`config.mk`:
```
export PLATFORM = sky130hd
export DESIGN_NAME = control_fsm
export DESIGN_NICKNAME = d
export VERILOG_FILES = /design/src/rtl/cpu_pkg.sv /design/src/rtl/inst_decoder.sv /design/src/rtl/control_fsm.sv
export SDC_FILE = /design/constraint.sdc
export NUM_CORES = 1
export LEC_CHECK = 0
export ABC_AREA = 0
export CORE_ASPECT_RATIO = 0.75
export CORE_UTILIZATION = 51
export DETAILED_ROUTE_END_ITERATION = 7
export PLACE_DENSITY_LB_ADDON = 0.15
export SLEW_MARGIN = 20
export SYNTH_ARGS = -nofsm -noshare
export SYNTH_HDL_FRONTEND = slang
export SYNTH_SLANG_ARGS = --single-unit
```
`constraint.sdc`:
```
create_clock -name clock -period 2.5 [get_ports clock]
set_input_delay 0.5 -clock clock [delete_from_list [all_inputs] [get_ports clock]]
set_output_delay 0.5 -clock clock [all_outputs]
set_load 0.01 [all_outputs]
```
`src/rtl/cpu_pkg.sv`:
```
// Shared definitions for the 8-bit core control path: opcodes, ALU codes,
// register indices, FSM states, instruction classes and the control word.
package cpu_pkg;

  localparam logic [3:0] OP_ADD  = 4'b0000;
  localparam logic [3:0] OP_SUB  = 4'b0001;
  localparam logic [3:0] OP_AND  = 4'b0010;
  localparam logic [3:0] OP_OR   = 4'b0011;
  localparam logic [3:0] OP_SLL  = 4'b0100;
  localparam logic [3:0] OP_SRL  = 4'b0101;
  localparam logic [3:0] OP_LW   = 4'b0110;
  localparam logic [3:0] OP_SW   = 4'b0111;
  localparam logic [3:0] OP_SWAP = 4'b1000;
  localparam logic [3:0] OP_BEQ  = 4'b1001;
  localparam logic [3:0] OP_JMP  = 4'b1010;
  localparam logic [3:0] OP_LI   = 4'b1011;
  localparam logic [3:0] OP_HALT = 4'b1111;

  localparam logic [2:0] ALU_ADD = 3'b000;
  localparam logic [2:0] ALU_SUB = 3'b001;
  localparam logic [2:0] ALU_AND = 3'b010;
  localparam logic [2:0] ALU_OR  = 3'b011;
  localparam logic [2:0] ALU_SLL = 3'b100;
  localparam logic [2:0] ALU_SRL = 3'b101;

  // Register indices 2..6 are general purpose; 7 is the branch register.
  localparam logic [2:0] REG_ZERO   = 3'd0;
  localparam logic [2:0] REG_IMM    = 3'd1;

  localparam logic [1:0] SET_NONE   = 2'b00;
  localparam logic [1:0] SET_IMM_R2 = 2'b10;
  localparam logic [1:0] SET_BRANCH = 2'b11;

  typedef enum logic [2:0] {
    ST_IDLE,
    ST_FETCH,
    ST_DECODE,
    ST_EXEC,
    ST_MEM,
    ST_WB,
    ST_HALTED
  } state_t;

  typedef enum logic [3:0] {
    CLS_NOP,
    CLS_ALU,
    CLS_LW,
    CLS_SW,
    CLS_SWAP,
    CLS_BEQ,
    CLS_JMP,
    CLS_LI,
    CLS_HALT
  } inst_class_t;

  typedef struct packed {
    logic       instReq;
    logic       memReq;
    logic       memWe;
    logic [2:0] aluOp;
    logic       wbSel;
    logic [1:0] readReg1;
    logic [2:0] readReg2;
    logic [2:0] writeReg;
    logic [1:0] setCtrl;
    logic       writeCtrl;
    logic       swapCtrl;
    logic       carryOut;
    logic       pcInc;
    logic       pcLoad;
    logic       halted;
    logic       fault;
  } ctrl_out_t;

endpackage

```
`src/rtl/inst_decoder.sv`:
```
// Combinational opcode decode: instruction class, ALU function, write-back
// register and the register-file read_val1 override.
module inst_decoder
  import cpu_pkg::*;
(
  input  logic [3:0]  i_op,
  input  logic [2:0]  i_r2,
  output inst_class_t o_class,
  output logic [2:0]  o_aluOp,
  output logic [2:0]  o_writeReg,
  output logic [1:0]  o_setCtrl
);

  always_comb begin
    o_class    = CLS_NOP;
    o_aluOp    = ALU_ADD;
    o_writeReg = i_r2;
    o_setCtrl  = SET_NONE;
    unique case (i_op)
      OP_ADD:  begin o_class = CLS_ALU; o_aluOp = ALU_ADD; end
      OP_SUB:  begin o_class = CLS_ALU; o_aluOp = ALU_SUB; end
      OP_AND:  begin o_class = CLS_ALU; o_aluOp = ALU_AND; end
      OP_OR:   begin o_class = CLS_ALU; o_aluOp = ALU_OR;  end
      OP_SLL:  begin o_class = CLS_ALU; o_aluOp = ALU_SLL; end
      OP_SRL:  begin o_class = CLS_ALU; o_aluOp = ALU_SRL; end
      OP_LW:   o_class = CLS_LW;
      OP_SW:   o_class = CLS_SW;
      OP_SWAP: o_class = CLS_SWAP;
      // Branch compare runs imm against r2 through a subtract.
      OP_BEQ:  begin o_class = CLS_BEQ; o_aluOp = ALU_SUB; o_setCtrl = SET_IMM_R2; end
      OP_JMP:  begin o_class = CLS_JMP; o_setCtrl = SET_BRANCH; end
      OP_LI:   begin o_class = CLS_LI; o_writeReg = REG_IMM; end
      OP_HALT: o_class = CLS_HALT;
      default: o_class = CLS_NOP;
    endcase
  end

endmodule

```
`src/rtl/control_fsm.sv`:
```
// Multi-cycle control unit: fetch/decode/exec/mem/wb sequencing with fully
// registered register-file, PC, ALU and data-memory controls.
module control_fsm
  import cpu_pkg::*;
#(
  parameter int TIMEOUT = 16
) (
  input  logic       clock,
  input  logic       reset,
  input  logic       start,
  input  logic [8:0] inst,
  input  logic       inst_valid,
  output logic       inst_req,
  input  logic       mem_ready,
  output logic       mem_req,
  output logic       mem_we,
  input  logic       alu_zero,
  input  logic       alu_carry,
  output logic [2:0] alu_op,
  output logic       wb_sel,
  output logic [1:0] read_reg1,
  output logic [2:0] read_reg2,
  output logic [2:0] write_reg,
  output logic [1:0] set_ctrl,
  output logic       write_ctrl,
  output logic       swap_ctrl,
  output logic       carry_out,
  output logic       pc_inc,
  output logic       pc_load,
  output logic       halted,
  output logic       fault
);

  localparam logic [7:0] LP_LAST_WAIT = 8'(TIMEOUT - 1);

  state_t      r_state;
  state_t      w_nextState;
  logic [8:0]  r_inst;
  logic [8:0]  w_nextInst;
  logic [7:0]  r_waitCnt;
  logic [7:0]  w_nextCnt;
  logic        w_timeout;
  ctrl_out_t   r_out;
  ctrl_out_t   w_nextOut;

  inst_class_t w_class;
  logic [2:0]  w_decAluOp;
  logic [2:0]  w_decWriteReg;
  logic [1:0]  w_decSetCtrl;

  // Decode always looks at the instruction the next cycle will hold, so the
  // registered controls line up with the state they belong to.
  inst_decoder u_decoder (
    .i_op       (w_nextInst[8:5]),
    .i_r2       (w_nextInst[2:0]),
    .o_class    (w_class),
    .o_aluOp    (w_decAluOp),
    .o_writeReg (w_decWriteReg),
    .o_setCtrl  (w_decSetCtrl)
  );

  always_ff @(posedge clock) begin
    if (reset) begin
      r_state   <= ST_IDLE;
      r_inst    <= '0;
      r_waitCnt <= '0;
      r_out     <= '0;
    end else begin
      r_state   <= w_nextState;
      r_inst    <= w_nextInst;
      r_waitCnt <= w_nextCnt;
      r_out     <= w_nextOut;
    end
  end

  // The wait counter only survives while stalling in FETCH or MEM, so any
  // entry into either state starts it from zero.
  always_comb begin
    w_nextState = r_state;
    w_nextInst  = r_inst;
    w_nextCnt   = '0;
    w_timeout   = 1'b0;
    unique case (r_state)
      ST_IDLE: if (start) w_nextState = ST_FETCH;
      ST_FETCH: begin
        if (inst_valid) begin
          w_nextState = ST_DECODE;
          w_nextInst  = inst;
        end else if (r_waitCnt == LP_LAST_WAIT) begin
          w_nextState = ST_HALTED;
          w_timeout   = 1'b1;
        end else begin
          w_nextCnt = r_waitCnt + 8'd1;
        end
      end
      ST_DECODE: begin
        if (w_class == CLS_NOP)       w_nextState = ST_FETCH;
        else if (w_class == CLS_HALT) w_nextState = ST_HALTED;
        else                          w_nextState = ST_EXEC;
      end
      ST_EXEC: begin
        if (w_class == CLS_ALU || w_class == CLS_LI)     w_nextState = ST_WB;
        else if (w_class == CLS_LW || w_class == CLS_SW) w_nextState = ST_MEM;
        else                                             w_nextState = ST_FETCH;
      end
      ST_MEM: begin
        if (mem_ready) begin
          w_nextState = (w_class == CLS_LW) ? ST_WB : ST_FETCH;
        end else if (r_waitCnt == LP_LAST_WAIT) begin
          w_nextState = ST_HALTED;
          w_timeout   = 1'b1;
        end else begin
          w_nextCnt = r_waitCnt + 8'd1;
        end
      end
      ST_WB:     w_nextState = ST_FETCH;
      ST_HALTED: w_nextState = ST_HALTED;
      default:   w_nextState = ST_IDLE;
    endcase
  end

  // Output word for the next cycle, derived from the next state. A taken BEQ
  // needs alu_zero from its EXEC cycle, so its pc_load lands one cycle later.
  always_comb begin
    w_nextOut         = '0;
    w_nextOut.instReq = (w_nextState == ST_FETCH);
    w_nextOut.pcInc   = (r_state == ST_FETCH) && inst_valid;
    if (w_nextState inside {ST_DECODE, ST_EXEC, ST_MEM, ST_WB}) begin
      w_nextOut.readReg1 = w_nextInst[4:3];
      w_nextOut.readReg2 = w_nextInst[2:0];
      w_nextOut.writeReg = w_decWriteReg;
    end else begin
      w_nextOut.writeReg = REG_ZERO;
    end
    if (w_nextState inside {ST_EXEC, ST_MEM, ST_WB}) begin
      w_nextOut.aluOp = w_decAluOp;
    end
    if (w_nextState == ST_EXEC) begin
      w_nextOut.setCtrl  = w_decSetCtrl;
      w_nextOut.swapCtrl = (w_class == CLS_SWAP);
      w_nextOut.pcLoad   = (w_class == CLS_JMP);
    end
    if (r_state == ST_EXEC && w_class == CLS_BEQ && alu_zero) begin
      w_nextOut.pcLoad = 1'b1;
    end
    if (w_nextState == ST_MEM) begin
      w_nextOut.memReq = 1'b1;
      w_nextOut.memWe  = (w_class == CLS_SW);
    end
    if (w_nextState == ST_WB) begin
      w_nextOut.writeCtrl = 1'b1;
      w_nextOut.wbSel     = (w_class == CLS_LW) || (w_class == CLS_LI);
      w_nextOut.carryOut  = (w_class == CLS_ALU) && (w_nextInst[8:5] == OP_ADD) && alu_carry;
    end
    if (w_nextState == ST_HALTED) begin
      w_nextOut.halted = 1'b1;
      w_nextOut.fault  = r_out.fault | w_timeout;
    end
  end

  assign inst_req   = r_out.instReq;
  assign mem_req    = r_out.memReq;
  assign mem_we     = r_out.memWe;
  assign alu_op     = r_out.aluOp;
  assign wb_sel     = r_out.wbSel;
  assign read_reg1  = r_out.readReg1;
  assign read_reg2  = r_out.readReg2;
  assign write_reg  = r_out.writeReg;
  assign set_ctrl   = r_out.setCtrl;
  assign write_ctrl = r_out.writeCtrl;
  assign swap_ctrl  = r_out.swapCtrl;
  assign carry_out  = r_out.carryOut;
  assign pc_inc     = r_out.pcInc;
  assign pc_load    = r_out.pcLoad;
  assign halted     = r_out.halted;
  assign fault      = r_out.fault;

endmodule
```
==> images/final_placement.png <==
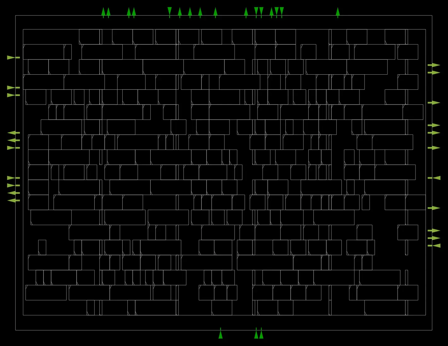
row cnt: 19
sequential fraction of total cell area: 33.15%
Finished Core Util: 70.75%
fill cell count: 312
flip-flops: 44

==> images/metal_stack.png <==
(4 px per µm) Only two layers are drawn.
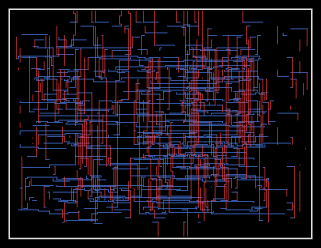
met2: marked red, wire length 1980 µm. met1: marked blue, wire length 2130 µm.
Avg WL per Cell: 13.71 µm
Total GRT Usage: 23.28%

==> images/met3.png <==
(4 px per µm)
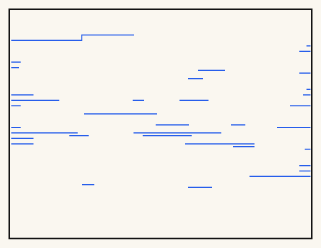
31 nets have wire on it. The wires run mostly horizontal. The longest straight run is 21.6 µm. The layer carries 243 µm of wire. The layer holds 5.5% of the routed length.
via count: 1716
Total Routed Length: 4.401 mm

==> images/cell_classes.png <==
(4 px per µm)
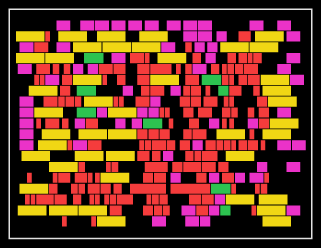
all other logic: marked red, cells 152. other buffers and delay cells: marked magenta, cells 65. clock drivers and dummy loads: marked green, cells 8. flip-flops: marked yellow, cells 44.
post-route cell area: 0.002658 mm²
total core area: 0.003756 mm²

==> images/registers.png <==
(8 px per µm) Other sequential cells in the stronger grey, the rest of the logic in the fainter grey.
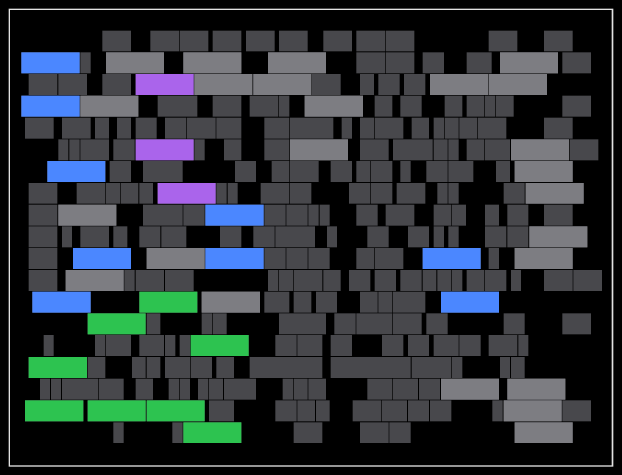
write_reg: marked purple, flops 3. r_waitCnt: marked green, flops 8, where south-west. r_inst: marked blue, flops 9.
register area: 880.8 µm²
power attributed to sequential cells: 0.000725 W

[path summary, 6_finish.rpt]
| kind | end | slack, ns | cells past startpoint | from |
|---|---|---|---|---|
| max | write_reg[2] | 0.18 | 7 | mem_ready |
| min | r_waitCnt[0] | 0.44 | 1 | r_waitCnt[0] |
| max reg2reg | mem_we | 0.32 | 5 | r_state[1] |
| min reg2reg | r_waitCnt[0] | 0.44 | 1 | r_waitCnt[0] |
[synthesized netlist by cell type (all sizes together), types with 3 or more instances]
library cell / count / area share (%)
nand2: 10 / 1.8
mux2i: 10 / 4.9
nand3: 7 / 1.7
nand3b: 3 / 1.1
o21ai: 4 / 1.5
nor2b: 5 / 1.5
dfxtp: 44 / 43
inv: 3 / 0.55
buf: 5 / 1.8
nor3: 5 / 1.7
clkbuf: 7 / 3.7
xnor2: 5 / 2.1
nor3b: 6 / 2.2
a21oi: 12 / 2.9
and2: 3 / 1.0
nor2: 29 / 5.3
a211o: 3 / 1.4
a211oi: 6 / 2.4
o211ai: 4 / 1.5
xor2: 3 / 1.3
nor4: 5 / 1.5
nand4: 3 / 0.92
[through the flow]
stage	instances	TNS (ns)	cell area (µm²)	hold slack [ns]
3_5_place_dp	313	-1.243	2560	0.4329
5_1_grt	321	0	2658	0.4774
6_report	321	0	2658	0.4434
3_3_place_gp	313	-0.7125	2560	0.4279
2_1_floorplan	210	0	2051	0.4132
4_1_cts	321	0	2658	0.4480
[worst max-delay path: cells and delay by family]
family | cells | cell delay [ns]
AND/OR/NAND/NOR | 2 | 0.76
AND-OR/OR-AND | 3 | 0.69
buffers and inverters | 2 | 0.59
==> metrics.cfg <==
[status]
outcome=finished clean

[floorplan]
initial_core_util_pct=54.60
io_pins=40
die_y_um=56.92

[cells_and_area]
design.final.nets=285
combAreaFraction_pct=38.28
n_antenna_cell=0
multi_input_comb_cells=149
mostFrequentLayoutCell=sky130_fd_sc_hd__dfxtp_1
area_share_nonclk_buffers_pct=22.03

[final_timing]
finalClockSkew_ns=0.004283
maxSlewHeadroom_pct=61.91
grt_setup_unrepaired=false
period_needed_ns=2.320
slew_viol_final=0
fmaxAchievable_mhz=431.0
setup_violations=0
postLayoutSetupSlackWorst_ns=0.1798

[grt]
first_global_vias=1645
met1_global_route_usage_pct=31.70
grt_first_pass_wirelength_mm=7.396
grt_util_met2_pct=36.55

[cts]
cts.path.max_buffers=2
cts-hold-fix-buffers=0
clock_tree.htree_level_count=2
cts_repair_resize_count=0
post-cts-setup-buffers=0
numCtsBuffers=5

[logic_synthesis]
floorplan.nets=227
postSynth.topFlopCell=sky130_fd_sc_hd__dfxtp_1
area_share_of_and_or_or_and_cells_after_synthesis_pct=14.77
muxShareOfSynthArea_pct=4.881
syn_area_mm2=0.002051
async_reset_ff_share_pct=0

[power_and_ir_drop]
p_int_w=0.001030
power.share.sequential_pct=52.6
power.share.clock_pct=34.2
max-vdd-ir-drop_mv=0.3889

[drt]
met3RoutedLength_um=242
drt_iter0_drc=124
topRoutingLayerUsed=met4
number_of_nets_still_failing_antenna_checks_after_routing=0

[flow_run]
tool_warnings=26
max_cap_violations=0

[critical_path]
worst_setup_path_end_kind=flip-flop
worstSetupStartpointType=primary input

No activity file was given, so power comes from the tool's default toggle rates.
